File: src/rtl/sram_axi_arbiter.sv
// sram_axi_arbiter
//   Two-master AXI-lite arbiter in front of one sram_axi slave port.
//   Master 0 is the uart_debug port. Master 1 is reserved for a core or video port.
//   Only one transaction, read or write, is in flight at a time.
//   Masters are granted round-robin.
//
// Build option:
//   ARB_FIXED_PRIO_EN - when defined, master 0 always wins a tie and master 1
//                       may starve. When undefined, ties alternate round-robin.
//
// Ports:
//   clk, reset_            system clock, asynchronous active-low reset
//   mN_ar_* / mN_r_*       master N read address / read response (N = 0, 1)
//   mN_aw_* / mN_w_*       master N write address / write data
//   mN_b_*                 master N write response
//   s_*                    slave side, connects to sram_axi
//   grant                  one-hot owner of the current transaction, 0 in IDLE
//   busy                   high in every state except IDLE
//
// state | meaning
// IDLE  | arbitrate; latch the owner on the clock edge
// AR    | forward the owner's read address
// R     | forward the read response to the owner
// WR    | forward AW and W independently until both have handshaken
// B     | forward the write response to the owner
module sram_axi_arbiter #(
  parameter int ADDR_W = 18,
  parameter int DATA_W = 16
) (
  input  logic                clk,
  input  logic                reset_,
  input  logic [ADDR_W-1:0]   m0_ar_addr,
  input  logic                m0_ar_valid,
  output logic                m0_ar_ready,
  output logic [DATA_W-1:0]   m0_r_data,
  output logic [1:0]          m0_r_resp,
  output logic                m0_r_valid,
  input  logic                m0_r_ready,
  input  logic [ADDR_W-1:0]   m0_aw_addr,
  input  logic                m0_aw_valid,
  output logic                m0_aw_ready,
  input  logic [DATA_W-1:0]   m0_w_data,
  input  logic [DATA_W/8-1:0] m0_w_strb,
  input  logic                m0_w_valid,
  output logic                m0_w_ready,
  output logic [1:0]          m0_b_resp,
  output logic                m0_b_valid,
  input  logic                m0_b_ready,
  input  logic [ADDR_W-1:0]   m1_ar_addr,
  input  logic                m1_ar_valid,
  output logic                m1_ar_ready,
  output logic [DATA_W-1:0]   m1_r_data,
  output logic [1:0]          m1_r_resp,
  output logic                m1_r_valid,
  input  logic                m1_r_ready,
  input  logic [ADDR_W-1:0]   m1_aw_addr,
  input  logic                m1_aw_valid,
  output logic                m1_aw_ready,
  input  logic [DATA_W-1:0]   m1_w_data,
  input  logic [DATA_W/8-1:0] m1_w_strb,
  input  logic                m1_w_valid,
  output logic                m1_w_ready,
  output logic [1:0]          m1_b_resp,
  output logic                m1_b_valid,
  input  logic                m1_b_ready,
  output logic [ADDR_W-1:0]   s_ar_addr,
  output logic                s_ar_valid,
  input  logic                s_ar_ready,
  input  logic [DATA_W-1:0]   s_r_data,
  input  logic [1:0]          s_r_resp,
  input  logic                s_r_valid,
  output logic                s_r_ready,
  output logic [ADDR_W-1:0]   s_aw_addr,
  output logic                s_aw_valid,
  input  logic                s_aw_ready,
  output logic [DATA_W-1:0]   s_w_data,
  output logic [DATA_W/8-1:0] s_w_strb,
  output logic                s_w_valid,
  input  logic                s_w_ready,
  input  logic [1:0]          s_b_resp,
  input  logic                s_b_valid,
  output logic                s_b_ready,
  output logic [1:0]          grant,
  output logic                busy
);

  typedef enum logic [2:0] {S_IDLE, S_AR, S_R, S_WR, S_B} state_t;

  state_t      state_q, state_d;
  logic        owner_q, owner_d;   // 0 = master 0, 1 = master 1
  logic        last_q, last_d;
  logic        aw_done_q, aw_done_d;
  logic        w_done_q, w_done_d;
  logic [1:0]  grant_q, grant_d;
  logic        busy_q, busy_d;

  logic req0, req1, pick;
  logic in_ar, in_r, in_wr, in_b, active, own0, own1;
  logic ar_hs, r_hs, aw_hs, w_hs, b_hs;

  logic [ADDR_W-1:0]   g_ar_addr, g_aw_addr;
  logic [DATA_W-1:0]   g_w_data;
  logic [DATA_W/8-1:0] g_w_strb;
  logic                g_ar_valid, g_aw_valid, g_w_valid, g_r_ready, g_b_ready;

  assign req0 = m0_ar_valid | (m0_aw_valid & m0_w_valid);
  assign req1 = m1_ar_valid | (m1_aw_valid & m1_w_valid);

`ifdef ARB_FIXED_PRIO_EN
  // Master 1 is only picked when master 0 is not requesting.
  assign pick = ~req0;
`else
  assign pick = (req0 & req1) ? ~last_q : req1;
`endif

  always_comb begin
    g_ar_addr  = owner_q ? m1_ar_addr  : m0_ar_addr;
    g_ar_valid = owner_q ? m1_ar_valid : m0_ar_valid;
    g_aw_addr  = owner_q ? m1_aw_addr  : m0_aw_addr;
    g_aw_valid = owner_q ? m1_aw_valid : m0_aw_valid;
    g_w_data   = owner_q ? m1_w_data   : m0_w_data;
    g_w_strb   = owner_q ? m1_w_strb   : m0_w_strb;
    g_w_valid  = owner_q ? m1_w_valid  : m0_w_valid;
    g_r_ready  = owner_q ? m1_r_ready  : m0_r_ready;
    g_b_ready  = owner_q ? m1_b_ready  : m0_b_ready;
  end

  assign in_ar  = (state_q == S_AR);
  assign in_r   = (state_q == S_R);
  assign in_wr  = (state_q == S_WR);
  assign in_b   = (state_q == S_B);
  assign active = (state_q != S_IDLE);
  assign own0   = ~owner_q;
  assign own1   = owner_q;

  // Slave side. Valids and readies come only from state and owner, so IDLE
  // has no valid-to-ready path.
  assign s_ar_addr  = active ? g_ar_addr : '0;
  assign s_aw_addr  = active ? g_aw_addr : '0;
  assign s_w_data   = active ? g_w_data  : '0;
  assign s_w_strb   = active ? g_w_strb  : '0;
  assign s_ar_valid = in_ar & g_ar_valid;
  assign s_aw_valid = in_wr & ~aw_done_q & g_aw_valid;
  assign s_w_valid  = in_wr & ~w_done_q & g_w_valid;
  assign s_r_ready  = in_r & g_r_ready;
  assign s_b_ready  = in_b & g_b_ready;

  assign ar_hs = s_ar_valid & s_ar_ready;
  assign r_hs  = s_r_valid & s_r_ready;
  assign aw_hs = s_aw_valid & s_aw_ready;
  assign w_hs  = s_w_valid & s_w_ready;
  assign b_hs  = s_b_valid & s_b_ready;

  // Master side. Readies are masked once a channel is done, so the master
  // never sees a second handshake on the same channel.
  assign m0_ar_ready = in_ar & own0 & s_ar_ready;
  assign m0_r_valid  = in_r & own0 & s_r_valid;
  assign m0_r_data   = (in_r & own0) ? s_r_data : '0;
  assign m0_r_resp   = (in_r & own0) ? s_r_resp : '0;
  assign m0_aw_ready = in_wr & own0 & ~aw_done_q & s_aw_ready;
  assign m0_w_ready  = in_wr & own0 & ~w_done_q & s_w_ready;
  assign m0_b_valid  = in_b & own0 & s_b_valid;
  assign m0_b_resp   = (in_b & own0) ? s_b_resp : '0;

  assign m1_ar_ready = in_ar & own1 & s_ar_ready;
  assign m1_r_valid  = in_r & own1 & s_r_valid;
  assign m1_r_data   = (in_r & own1) ? s_r_data : '0;
  assign m1_r_resp   = (in_r & own1) ? s_r_resp : '0;
  assign m1_aw_ready = in_wr & own1 & ~aw_done_q & s_aw_ready;
  assign m1_w_ready  = in_wr & own1 & ~w_done_q & s_w_ready;
  assign m1_b_valid  = in_b & own1 & s_b_valid;
  assign m1_b_resp   = (in_b & own1) ? s_b_resp : '0;

  assign grant = grant_q;
  assign busy  = busy_q;

  always_comb begin
    state_d   = state_q;
    owner_d   = owner_q;
    last_d    = last_q;
    aw_done_d = aw_done_q;
    w_done_d  = w_done_q;
    grant_d   = grant_q;
    busy_d    = busy_q;
    case (state_q)
      S_IDLE: begin
        if (req0 | req1) begin
          owner_d   = pick;
          grant_d   = pick ? 2'b10 : 2'b01;
          busy_d    = 1'b1;
          aw_done_d = 1'b0;
          w_done_d  = 1'b0;
          // A pending read from the chosen master goes ahead of its write.
          state_d   = (pick ? m1_ar_valid : m0_ar_valid) ? S_AR : S_WR;
        end
      end
      S_AR: if (ar_hs) state_d = S_R;
      S_R: begin
        if (r_hs) begin
          state_d = S_IDLE;
          last_d  = owner_q;
          grant_d = 2'b00;
          busy_d  = 1'b0;
        end
      end
      S_WR: begin
        aw_done_d = aw_done_q | aw_hs;
        w_done_d  = w_done_q | w_hs;
        if (aw_done_d & w_done_d) state_d = S_B;
      end
      S_B: begin
        if (b_hs) begin
          state_d = S_IDLE;
          last_d  = owner_q;
          grant_d = 2'b00;
          busy_d  = 1'b0;
        end
      end
      default: state_d = S_IDLE;
    endcase
  end

  always_ff @(posedge clk or negedge reset_) begin
    if (!reset_) begin
      state_q   <= S_IDLE;
      owner_q   <= 1'b0;
      last_q    <= 1'b1;
      aw_done_q <= 1'b0;
      w_done_q  <= 1'b0;
      grant_q   <= 2'b00;
      busy_q    <= 1'b0;
    end else begin
      state_q   <= state_d;
      owner_q   <= owner_d;
      last_q    <= last_d;
      aw_done_q <= aw_done_d;
      w_done_q  <= w_done_d;
      grant_q   <= grant_d;
      busy_q    <= busy_d;
    end
  end

endmodule

File: config.mk
export PLATFORM = sky130hd
export DESIGN_NAME = sram_axi_arbiter
export DESIGN_NICKNAME = d
export VERILOG_FILES = /design/src/rtl/sram_axi_arbiter.sv
export SDC_FILE = /design/constraint.sdc
export NUM_CORES = 1
export LEC_CHECK = 0
export CAP_MARGIN = 20
export CORE_AREA = 5 5 96 98
export CTS_CLUSTER_DIAMETER = 80
export DETAILED_ROUTE_END_ITERATION = 7
export DIE_AREA = 0 0 101 103
export PLACE_DENSITY = 0.76
export SYNTH_ARGS = -nofsm -noshare
export SYNTH_HDL_FRONTEND = slang
export SYNTH_SLANG_ARGS = --single-unit
File: constraint.sdc
create_clock -name clk -period 2.49 [get_ports clk]
set_input_delay 0.6225 -clock clk [delete_from_list [all_inputs] [get_ports clk]]
set_output_delay 0.6225 -clock clk [all_outputs]
set_load 0.005 [all_outputs]
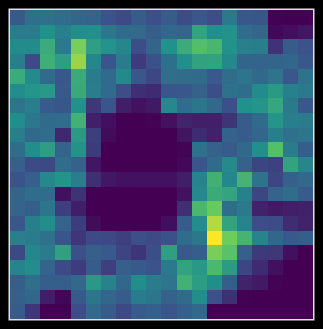
run_1/wire_density.png
(3 px per um) 20 x 21 tiles, from dark purple (low) to yellow (high), scaled to the fullest tile. Values are wire area over tile area, all layers added.
fullest tile: 0.59
tiles over half the peak: 13%
mean over tiles: 0.18

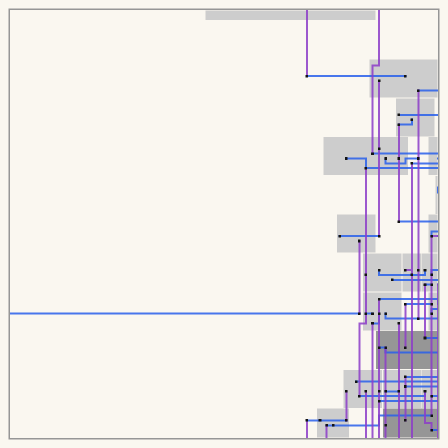
run_1/zoom.png
Region (36, 36) to (66, 66) um. Cells in gray, sequential cells in the stronger gray; small squares are vias.
legend:
  met2:
    color: purple
  met1:
    color: blue
cells with their middle in the window: 11
most frequent: buf_4 (3)
sequential cells in the window: 0

==> impl_metrics.json, run 1 <==
{
  "vias_per_cell": 4.681,
  "clkPwrFrac": 0.041,
  "initCoreUtil": 0.2256,
  "max_freq_ghz": 0.4081,
  "syn-instance-count": 269,
  "maxCapViolCount": 0,
  "power.total_mw": 4.084,
  "hold_violations": 0,
  "post-route-min-period_ns": 2.451,
  "drt_wl_total_um": 11110,
  "synthDistinctLibCells": 40,
  "ys_warn_count": 0,
  "chipHeight_um": 103,
  "cp.required_ns": 1.87,
  "vias": 3085,
  "worstMarginPinSlew_ns": 0.4369,
  "overflow": 0,
  "p_leak_nw": 2.837,
  "yosysMostFrequentCell": "nor2_1",
  "dp_worst_setup_slack_ns": -0.04675,
  "p_sw_mw": 1.689,
  "area_delta_synth_final_pct": 166.4,
  "finalSetupViolCount": 0,
  "cts_tree": "built",
  "clk_pin_slew_worst_paths_ns": 0.04,
  "crit_arrival_ns": 1.83,
  "relSlewSlack": 0.7078,
  "p_int_mw": 2.395,
  "die_area_mm2": 0.01040,
  "drt_iter0_drc": 75,
  "drt_pass1_iterations": 6,
  "post_synth.cell_area_avg_um2": 7.028,
  "grt_start_max_net_pins": 55,
  "p_sw_frac": 0.4136,
  "portBuffers": 256,
  "area_leaders": "mux2i_1 31%, nor2_1 13%, dfrtp_1 12%",
  "slew_viol_final": 0,
  "yosys_cells": 269,
  "postLayoutCoreUtil": 0.6009,
  "cts_sinks": 10,
  "cts_root_buf": "clkbuf_8",
  "htree_levels": 1,
  "insertedDiodeCount": 0,
  "fin_skew_ns": 0.001529,
  "detail-route-antenna-nets": 0,
  "crit_path_end_kind": "output port",
  "worstPathMaxFanout": 3,
  "seq_power_share": 0.091,
  "status": "completed",
  "synthesis.area_mm2": 0.001891,
  "synth_flops": 10,
  "tool_warnings": 28,
  "grt_setup_unrepaired": "true",
  "pwr-share-comb": 0.868,
  "final_nets": 697,
  "drive_gt1_frac": 0.1143,
  "io_pins": 257,
  "chipWidth_um": 101,
  "grt_pass1_wl_um": 15580,
  "p_per_area_mw_per_mm2": 811.0,
  "clock.latency.late_pin_ns": 0.23,
  "cts_made_buffers": 3,
  "worst_slack_ns": 0.03939,
  "wl_per_cell_um": 16.86,
  "ys_top_cells_by_count": "66 x nor2_1, 58 x mux2i_1, 27 x and3_1",
  "core_mm2": 0.008381,
  "hpwl_um": 8825,
  "ff_type": "dfrtp_1",
  "synth-edff-count": 0,
  "ys_chip_area_mm2": 0.001891,
  "gp_congestion": 0.8413,
  "syn_nets": 414,
  "critPathKind": "in -> out",
  "fin_setup_tns_ns": 0,
  "ys_seq_share": 0.1330,
  "yosysTopAreaCell": "mux2i_1",
  "num_rows": 34,
  "cp-start-kind": "input port",
  "antenna_found_initial": 0,
  "hp-class": "reg -> reg",
  "drc": 0,
  "clk_path_buf_depth": 2,
  "grtUsageTotal": 0.1843,
  "async_flop_share": 1.000,
  "top_cell_area_share": 0.3071,
  "peakVddDrop_mv": 0.3342,
  "grt_pass1_vias": 3056,
  "fin_crit_sh": 0.9842
}
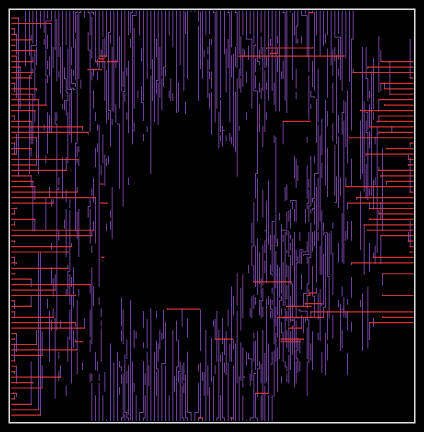
run_1/metal_stack.png
(4 px per um) Two of the layers only.
legend:
  met2:
    color: purple
    wire_length: 5960 um
  met3:
    color: red
    wire_length: 1010 um

run 1: what timing repair did:
action / CTS / global route
setup endpoints to repair: 104 / 59
pin swaps: 1 / 3
cloned: 2 / 1
buffers inserted: 10 / 9
hold buffers: 0 / 0
resized: 58 / 40
run 1: layout by cell type, fill, tap and decap left out, types with 2 or more instances in the layout:
master           instances
nor2b_1                  4
mux2i_1                 58
a21oi_1                  7
nor2_1                  64
o21ai_0                  4
inv_2                    2
dlymetal6s2s_1          34
buf_6                    5
inv_1                    5
nand2_1                  6
and3_1                  27
nor3_1                   5
buf_4                   33
dlygate4sd2_1           48
nor2_2                   2
dfrtp_1                  5
a31oi_1                  2
dfrtp_2                  3
o22ai_1                  5
buf_12                   3
clkdlybuf4s50_1        174
and2_1                  20
a21o_1                   3
clkbuf_8                 3
nand3b_1                 2
run 1: flip-flops by register name (all words and copies together), names as in the netlist:
name	count
aw_done_q	1
last_q	1
w_done_q	1
own1	1
busy	1
state_q	3
grant	2
run 1: through the flow:
stage	cells	hold WS (ns)	cell area, um^2
after floorplan	269	0.3269	1891
after global placement	633	0.5086	4717
after detailed placement	633	0.5158	4717
after CTS	649	0.5237	4843
after global routing	659	0.5406	5036
final	659	0.5200	5036
run 1: path summary, 6_finish.rpt:
kind	startpoint	endpoint	slack (ns)	cells after the start
max in group asynchronous	reset_	own1$_DFFE_PN0P_	1.45	1
hold / removal	grant[0]$_DFFE_PN0P_	grant[0]$_DFFE_PN0P_	0.52	2
min in group asynchronous	reset_	own1$_DFFE_PN0P_	0.71	1
hold reg to reg	grant[0]$_DFFE_PN0P_	grant[0]$_DFFE_PN0P_	0.52	2
setup / recovery	s_b_valid	m1_b_valid	0.04	4
setup reg to reg	own1$_DFFE_PN0P_	grant[1]$_DFFE_PN0P_	0.43	6
run 1: critical path, stage by stage:
cell and delay, ns:
clkdlybuf4s50_1 0.47, inv_2 0.05, nor3_1 0.16, clkdlybuf4s50_1 0.53
run 1: power by group through the flow:
stage          logic (mW)  clock network, mW  registers (mW)
2_1_floorplan        1.49                  0           0.302
5_1_grt              3.81              0.184           0.387
4_1_cts              3.41              0.172           0.386
3_3_place_gp         3.33                  0           0.394
6_report             3.54              0.167           0.373
3_5_place_dp         3.36                  0           0.399
run 1: cell type report:
type / instances / area, um^2
fillers: 761 / 3344
repair buffers: 300 / 3014
multi-input cells: 230 / 1556
flip-flops and latches: 10 / 259.0
well taps: 108 / 135.1
clock buffers: 4 / 45.04
inverters: 7 / 26.28
run 1: metal layers:
| metal | global-route usage | part of all wire | up-vias |
|---|---|---|---|
| met5 | 0 | 0 | - |
| met4 | 0.03885 | 0.018 | 0 |
| met3 | 0.05074 | 0.091 | 14 |
| met2 | 0.3473 | 0.54 | 160 |
| met1 | 0.2070 | 0.35 | 1411 |
| li1 | - | - | 1500 |
run 1: cells by family (layout without fill, tap and decap cells):
group,count (synthesis),count (layout),synth area share
compound gates,29,29,0.1052
buf+inv,29,311,0.06420
simple gates,142,142,0.3845
mux,59,59,0.3130
flops,10,10,0.1330
## Run 2: what changed since run 1
- GPL_TIMING_DRIVEN: unset -> 0
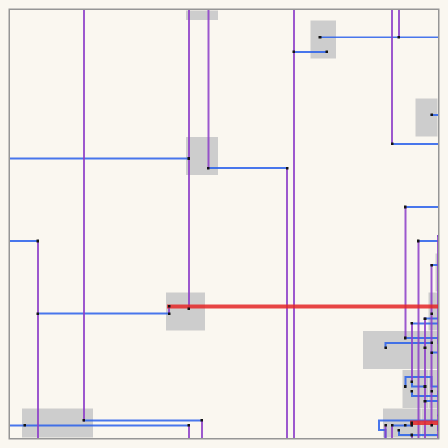
run_2/zoom.png
Region (36, 36) to (66, 66) um. Cells in gray, sequential cells in the stronger gray; small squares are vias.

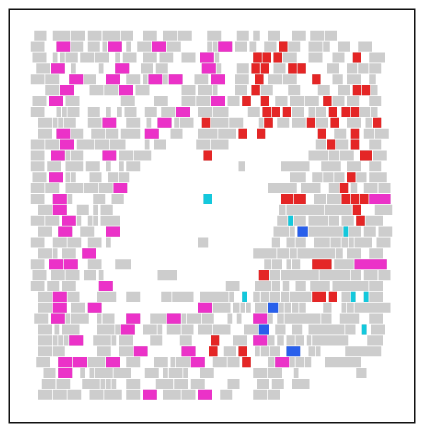
run_2/gate_families.png
(4 px per um)
legend:
  inverters:
    color: cyan
    cells: 7
  AND-OR and OR-AND gates:
    color: blue
    cells: 4
  multiplexers:
    color: magenta
    cells: 59
  AND and OR gates:
    color: red
    cells: 53

==> run 2 against run 1 <==
Wire length rose by 1.4%. Sequential power shrank 11%. Core utilization rose by 0.42 points. Register-to-register slack improved by 0.28 ns. Die size unchanged. Area after synthesis unchanged. Combinational power grew 4%. Hold slack lost 0.0051 ns. Global-route usage rose by 1.3 points. Flip-flop count is the same. Via count grew 0.65%.
==> impl_metrics.json, run 2 <==
{
  "hp-class": "reg -> reg",
  "ctsHoldBuffers": 0,
  "core_mm2": 0.008381,
  "antenna_found_initial": 0,
  "crit_path_end_kind": "output port",
  "status": "completed",
  "xor_share": 0,
  "htree_levels": 1,
  "largest_reg_flops": 3,
  "ys_top_cells_by_count": "66 x nor2_1, 58 x mux2i_1, 27 x and3_1",
  "pwr-share-comb": 0.873,
  "io_pins": 257,
  "critPathKind": "in -> out",
  "chipHeight_um": 103,
  "synth-edff-count": 0,
  "insertedDiodeCount": 0,
  "clk_path_buf_depth": 2,
  "cp-start-kind": "input port",
  "met3_usage": 0.05819,
  "yosysMostFrequentCell": "nor2_1",
  "top_register": "state_q",
  "p_sw_frac": 0.4147,
  "synthDistinctLibCells": 40,
  "area_delta_synth_final_pct": 168.2,
  "cts_made_buffers": 3,
  "ys_sh_simple": 0.3845,
  "wl_per_cell_um": 16.89,
  "post_layout_nonfiller_instances": 667,
  "max_freq_ghz": 0.4076,
  "initCoreUtil": 0.2256,
  "placed_area_mm2": 0.004588,
  "drt_pass1_iterations": 4,
  "top_cell_area_share": 0.3071,
  "cts_sinks": 10,
  "vias_per_cell": 4.655,
  "clock.latency.late_pin_ns": 0.24,
  "ys_warn_count": 0,
  "grt_setup_unrepaired": "false",
  "hpwl_um": 9304,
  "num_rows": 34,
  "dp_cells": 633,
  "cts_tree": "built",
  "grtUsageTotal": 0.1976,
  "post-route-min-period_ns": 2.453,
  "ys_seq_share": 0.1330,
  "synth_flops": 10,
  "clkPwrFrac": 0.048,
  "final_cell_mix": "146 x clkdlybuf4s50_1, 75 x dlygate4sd2_1, 64 x nor2_1",
  "drt_iter0_drc": 49,
  "grt_pass1_wl_um": 16360,
  "lay_top_count": "clkdlybuf4s50_1",
  "maxCapViolCount": 0,
  "post_synth.cell_area_avg_um2": 7.028,
  "worstPathMaxFanout": 5,
  "seq_power_share": 0.079,
  "die_area_mm2": 0.01040,
  "overflow": 0,
  "slew_viol_final": 0,
  "fin_crit_sh": 0.9853,
  "syn_nets": 414,
  "muxShareOfSynthArea": 0.3130,
  "final_nets": 705,
  "drc": 0,
  "peakVddDrop_mv": 0.3489,
  "synthesis.area_mm2": 0.001891,
  "fa_ha_area_frac": 0,
  "yosysTopAreaCell": "mux2i_1",
  "clk_pin_slew_worst_paths_ns": 0.05,
  "finalSetupViolCount": 0,
  "synthAoiAreaFrac": 0.1052,
  "p_leak_nw": 2.828,
  "grt_pass1_vias": 3178
}
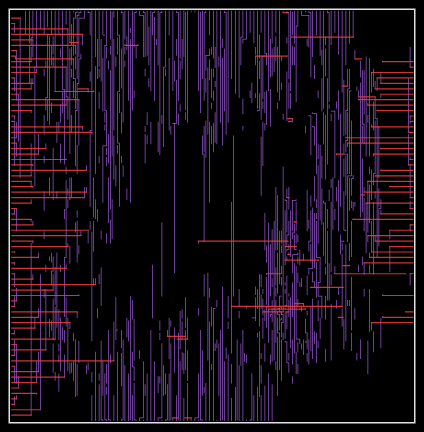
run_2/metal_stack.png
(4 px per um) Two of the layers only.
legend:
  met3:
    color: red
    wire_length: 1080 um
  met2:
    color: purple
    wire_length: 6120 um

-- run 2: cell type report --
cell class	instances	area, um^2	area share
Timing Repair Buffer	286	2739	0.5401
Multi-Input combinational cell	230	1588	0.3131
Buffer	22	271.5	0.05354
Sequential cell	10	254.0	0.05009
Tap cell	108	135.1	0.02665
Clock buffer	4	55.05	0.01086
Inverter	7	28.78	0.005675
-- run 2: power groups by stage --
stage / Combinational, mW / Clock (mW) / Sequential (mW)
after global placement: 3.31 / 0 / 0.316
after floorplan: 1.49 / 0 / 0.302
after detailed placement: 3.34 / 0 / 0.318
final: 3.69 / 0.203 / 0.332
after CTS: 3.66 / 0.204 / 0.323
after global routing: 4.01 / 0.218 / 0.343
-- run 2: logic make-up after synthesis --
family / after synthesis
simple gates: 142
mux: 59
compound gates: 29
buf+inv: 29
flops: 10
-- run 2: per-layer routing --
layer	up-vias	part of all wire	wire length, um
met5	-	0	0
met4	0	0.020	220
met3	26	0.096	1082
met2	162	0.54	6122
met1	1398	0.34	3840
li1	1519	-	-
-- run 2: final timing paths --
kind / endpoint / slack [ns] / depth (start not counted)
worst max-delay path: s_b_ready / 0.04 / 4
worst min-delay path: grant[1]$_DFFE_PN0P_ / 0.51 / 2
worst max register to register: grant[1]$_DFFE_PN0P_ / 0.71 / 6
worst min register to register: grant[1]$_DFFE_PN0P_ / 0.51 / 2
max in group asynchronous: last_q$_DFFE_PN1P_ / 1.45 / 1
min in group asynchronous: grant[1]$_DFFE_PN0P_ / 0.71 / 1
-- run 2: what timing repair did --
item,CTS,global route
setup endpoints to repair,109,52
gates cloned,3,0
gates resized,159,45
buffers inserted,20,7
endpoints found under the hold margin,0,0
pin swaps,9,2
-- run 2: critical path, stage by stage --
cell	delay, ns
clkdlybuf4s50_1	0.50
mux2i_4	0.10
nor2_1	0.10
clkdlybuf4s50_1	0.51
-- run 2: stage by stage --
stage	TNS, ns	setup slack [ns]
after global routing	0	0.004327
after CTS	-0.02153	-0.01126
after global placement	-26.88	-0.4954
after detailed placement	-28.81	-0.5264
final	0	0.03653
after floorplan	0	0.5050
## Run 3: what changed since run 2
- CTS_CLUSTER_DIAMETER: 80 -> 50
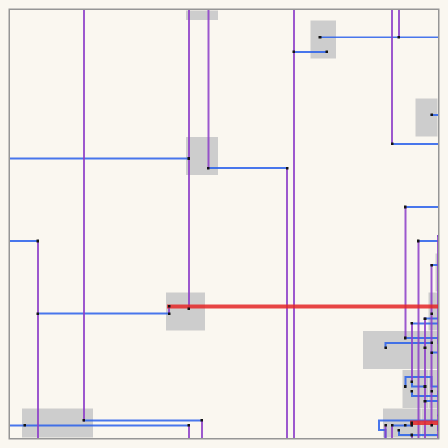
run_3/zoom.png
Region (36, 36) to (66, 66) um. Cells in gray, sequential cells in the stronger gray; small squares are vias.
legend:
  met1:
    color: blue
  met3:
    color: red
  met2:
    color: purple
cells with their middle in the window: 7
sequential cells in the window: 0

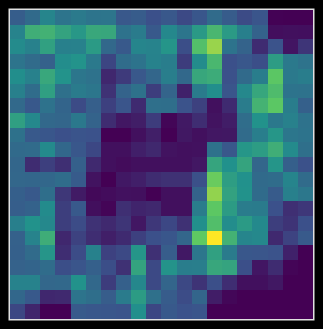
run_3/wire_density.png
(3 px per um) 20 x 21 tiles, from dark purple (low) to yellow (high), scaled to the fullest tile. Values are wire area over tile area, all layers added.
mean over tiles: 0.18
tiles over half the peak: 14%
fullest tile: 0.60

==> run 3 against run 2 <==
Via count did not move. Final area stayed put. Global-route usage did not move. Maximum frequency unchanged. Non-clock buffer count did not move. Critical endpoint unchanged. Largest power group unchanged. Combinational power hardly changed. Die size stayed put. Core utilization did not move. Register-to-register slack about the same. Clock skew unchanged. Sequential share of layout area unchanged.
==> impl_metrics.json, run 3 <==
{
  "drive_gt1_frac": 0.1431,
  "crit_path_end_kind": "output port",
  "synth_flops": 10,
  "fin_area_mm2": 0.005071,
  "cts_sinks": 10,
  "wl_per_cell_um": 16.89,
  "lay_top_count": "clkdlybuf4s50_1",
  "syn-instance-count": 269,
  "synthesis.area_mm2": 0.001891,
  "die_area_mm2": 0.01040,
  "initCoreUtil": 0.2256,
  "overflow": 0,
  "cp-start-kind": "input port",
  "ys_seq_share": 0.1330,
  "portBuffers": 256,
  "worst_slack_ns": 0.03653,
  "yosysTopAreaCell": "mux2i_1",
  "final_cell_mix": "146 x clkdlybuf4s50_1, 75 x dlygate4sd2_1, 64 x nor2_1",
  "worstMarginPinSlew_ns": 0.4574,
  "maxCapViolCount": 0,
  "grt_pass1_vias": 3178,
  "slew_viol_final": 0,
  "dp_worst_setup_slack_ns": -0.5264,
  "antenna_found_initial": 0,
  "vias_per_cell": 4.655,
  "cts_root_buf": "clkbuf_8",
  "post-route-min-period_ns": 2.453,
  "status": "completed",
  "clk_path_buf_depth": 2,
  "ys_chip_area_mm2": 0.001891,
  "area_delta_synth_final_pct": 168.2,
  "synth-edff-count": 0,
  "p_leak_nw": 2.828,
  "grtUsageTotal": 0.1976,
  "syn_nets": 414,
  "top_cell_area_share": 0.3071,
  "area_leaders": "mux2i_1 31%, nor2_1 13%, dfrtp_1 12%",
  "num_rows": 34,
  "drc": 0,
  "peakVddDrop_mv": 0.3489,
  "post_synth.cell_area_avg_um2": 7.028,
  "io_pins": 257,
  "yosysMostFrequentCell": "nor2_1",
  "relSlewSlack": 0.6941,
  "placed_area_mm2": 0.004588,
  "gp_congestion": 0.8594,
  "clock.latency.late_pin_ns": 0.24,
  "ys_warn_count": 0,
  "fin_skew_ns": 0.004837,
  "grt_pass1_wl_um": 16360,
  "filler_cell_count": 743,
  "max_freq_ghz": 0.4076,
  "final_nets": 705,
  "clk_pin_slew_worst_paths_ns": 0.05,
  "core_mm2": 0.008381,
  "vias": 3105,
  "top_register": "state_q",
  "drt_wl_total_um": 11270,
  "ys_top_cells_by_count": "66 x nor2_1, 58 x mux2i_1, 27 x and3_1",
  "chipHeight_um": 103,
  "drt_pass1_iterations": 4,
  "p_per_area_mw_per_mm2": 832.9,
  "cts_made_buffers": 3,
  "finalSetupViolCount": 0,
  "insertedDiodeCount": 0,
  "crit_arrival_ns": 1.83,
  "hpwl_um": 9304,
  "hp-class": "reg -> reg",
  "cp.required_ns": 1.87,
  "yosys_cells": 269,
  "drt_iter0_drc": 49,
  "tool_warnings": 27,
  "grt_start_max_net_pins": 11,
  "whs_ns": 0.5149,
  "cts_tree": "built",
  "detail-route-antenna-nets": 0,
  "chipWidth_um": 101,
  "power.total_mw": 4.224,
  "hold_violations": 0,
  "worstPathMaxFanout": 5,
  "ff_type": "dfrtp_1",
  "async_flop_share": 1.000,
  "htree_levels": 1,
  "largest_reg_flops": 3,
  "critPathKind": "in -> out",
  "synthDistinctLibCells": 40,
  "fin_crit_sh": 0.9853,
  "grt_setup_unrepaired": "false"
}
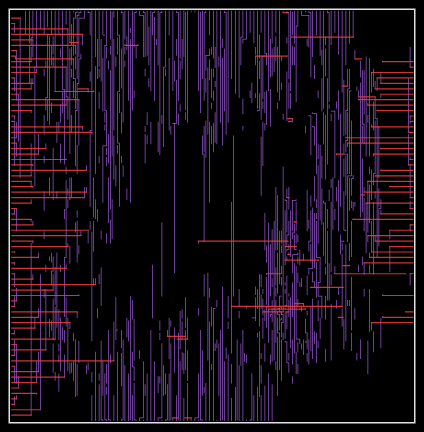
run_3/metal_stack.png
(4 px per um) Two of the layers only.
legend:
  met2:
    color: purple
    wire_length: 6120 um
  met3:
    color: red
    wire_length: 1080 um

==> run 3: cell counts after synthesis <==
Identical to the previous run, type by type.
==> run 3: power by group <==
part / switching (mW) / internal (mW) / total (mW)
Clock: 0.0639 / 0.139 / 0.203
Combinational: 1.61 / 2.08 / 3.69
Sequential: 0.0804 / 0.251 / 0.332
==> run 3: metrics by stage <==
stage,setup TNS [ns],instances,util
finish,0,667,0.6051
global route,0,667,0.6051
CTS,-0.02153,660,0.5921
detailed placement,-28.81,633,0.5475
global placement,-26.88,633,0.5475
floorplan,0,269,-
==> run 3: logic make-up (layout without fill, tap and decap cells) <==
kind of cell | count (synthesis) | count (layout) | synth area share
AND/OR/NAND/NOR | 142 | 142 | 0.3845
multiplexers | 59 | 59 | 0.3130
AND-OR/OR-AND | 29 | 29 | 0.1052
buffers and inverters | 29 | 319 | 0.06420
flip-flops | 10 | 10 | 0.1330
==> run 3: worst paths after layout <==
| kind | from | end | slack, ns | depth (start not counted) |
|---|---|---|---|---|
| max | m0_b_ready | s_b_ready | 0.04 | 4 |
| min | grant[1]$_DFFE_PN0P_ | grant[1]$_DFFE_PN0P_ | 0.51 | 2 |
| max reg2reg | own1$_DFFE_PN0P_ | grant[1]$_DFFE_PN0P_ | 0.71 | 6 |
| min reg2reg | grant[1]$_DFFE_PN0P_ | grant[1]$_DFFE_PN0P_ | 0.51 | 2 |
| max in group asynchronous | reset_ | last_q$_DFFE_PN1P_ | 1.45 | 1 |
| min in group asynchronous | reset_ | grant[1]$_DFFE_PN0P_ | 0.71 | 1 |
==> run 3: area by class of cell <==
type                    count  area (um^2)  area share
inverters                   7        28.78    0.005675
clock buffers               4        55.05     0.01086
multi-input cells         230         1588      0.3131
repair buffers            286         2739      0.5401
plain buffers              22        271.5     0.05354
flip-flops and latches     10        254.0     0.05009
well taps                 108        135.1     0.02665
==> run 3: worst max-delay path: stages <==
cell and delay (ns):
clkdlybuf4s50_1 0.50, mux2i_4 0.10, nor2_1 0.10, clkdlybuf4s50_1 0.51
==> run 3: routing by layer <==
metal	part of all wire	GRT usage	routed length, um	vias to the layer above
met5	0	0	0	-
met4	0.020	0.03272	220	0
met3	0.096	0.05819	1082	26
met2	0.54	0.3894	6122	162
met1	0.34	0.2097	3840	1398
li1	-	-	-	1519
==> run 3: timing repair <==
item / 4_1_cts / 5_1_grt
resized: 159 / 45
setup buffers: 20 / 7
pin swaps: 9 / 2
hold buffers: 0 / 0
cloned: 3 / 0
endpoints found under the setup margin: 109 / 52
No activity file was given, so power comes from the tool's default toggle rates.
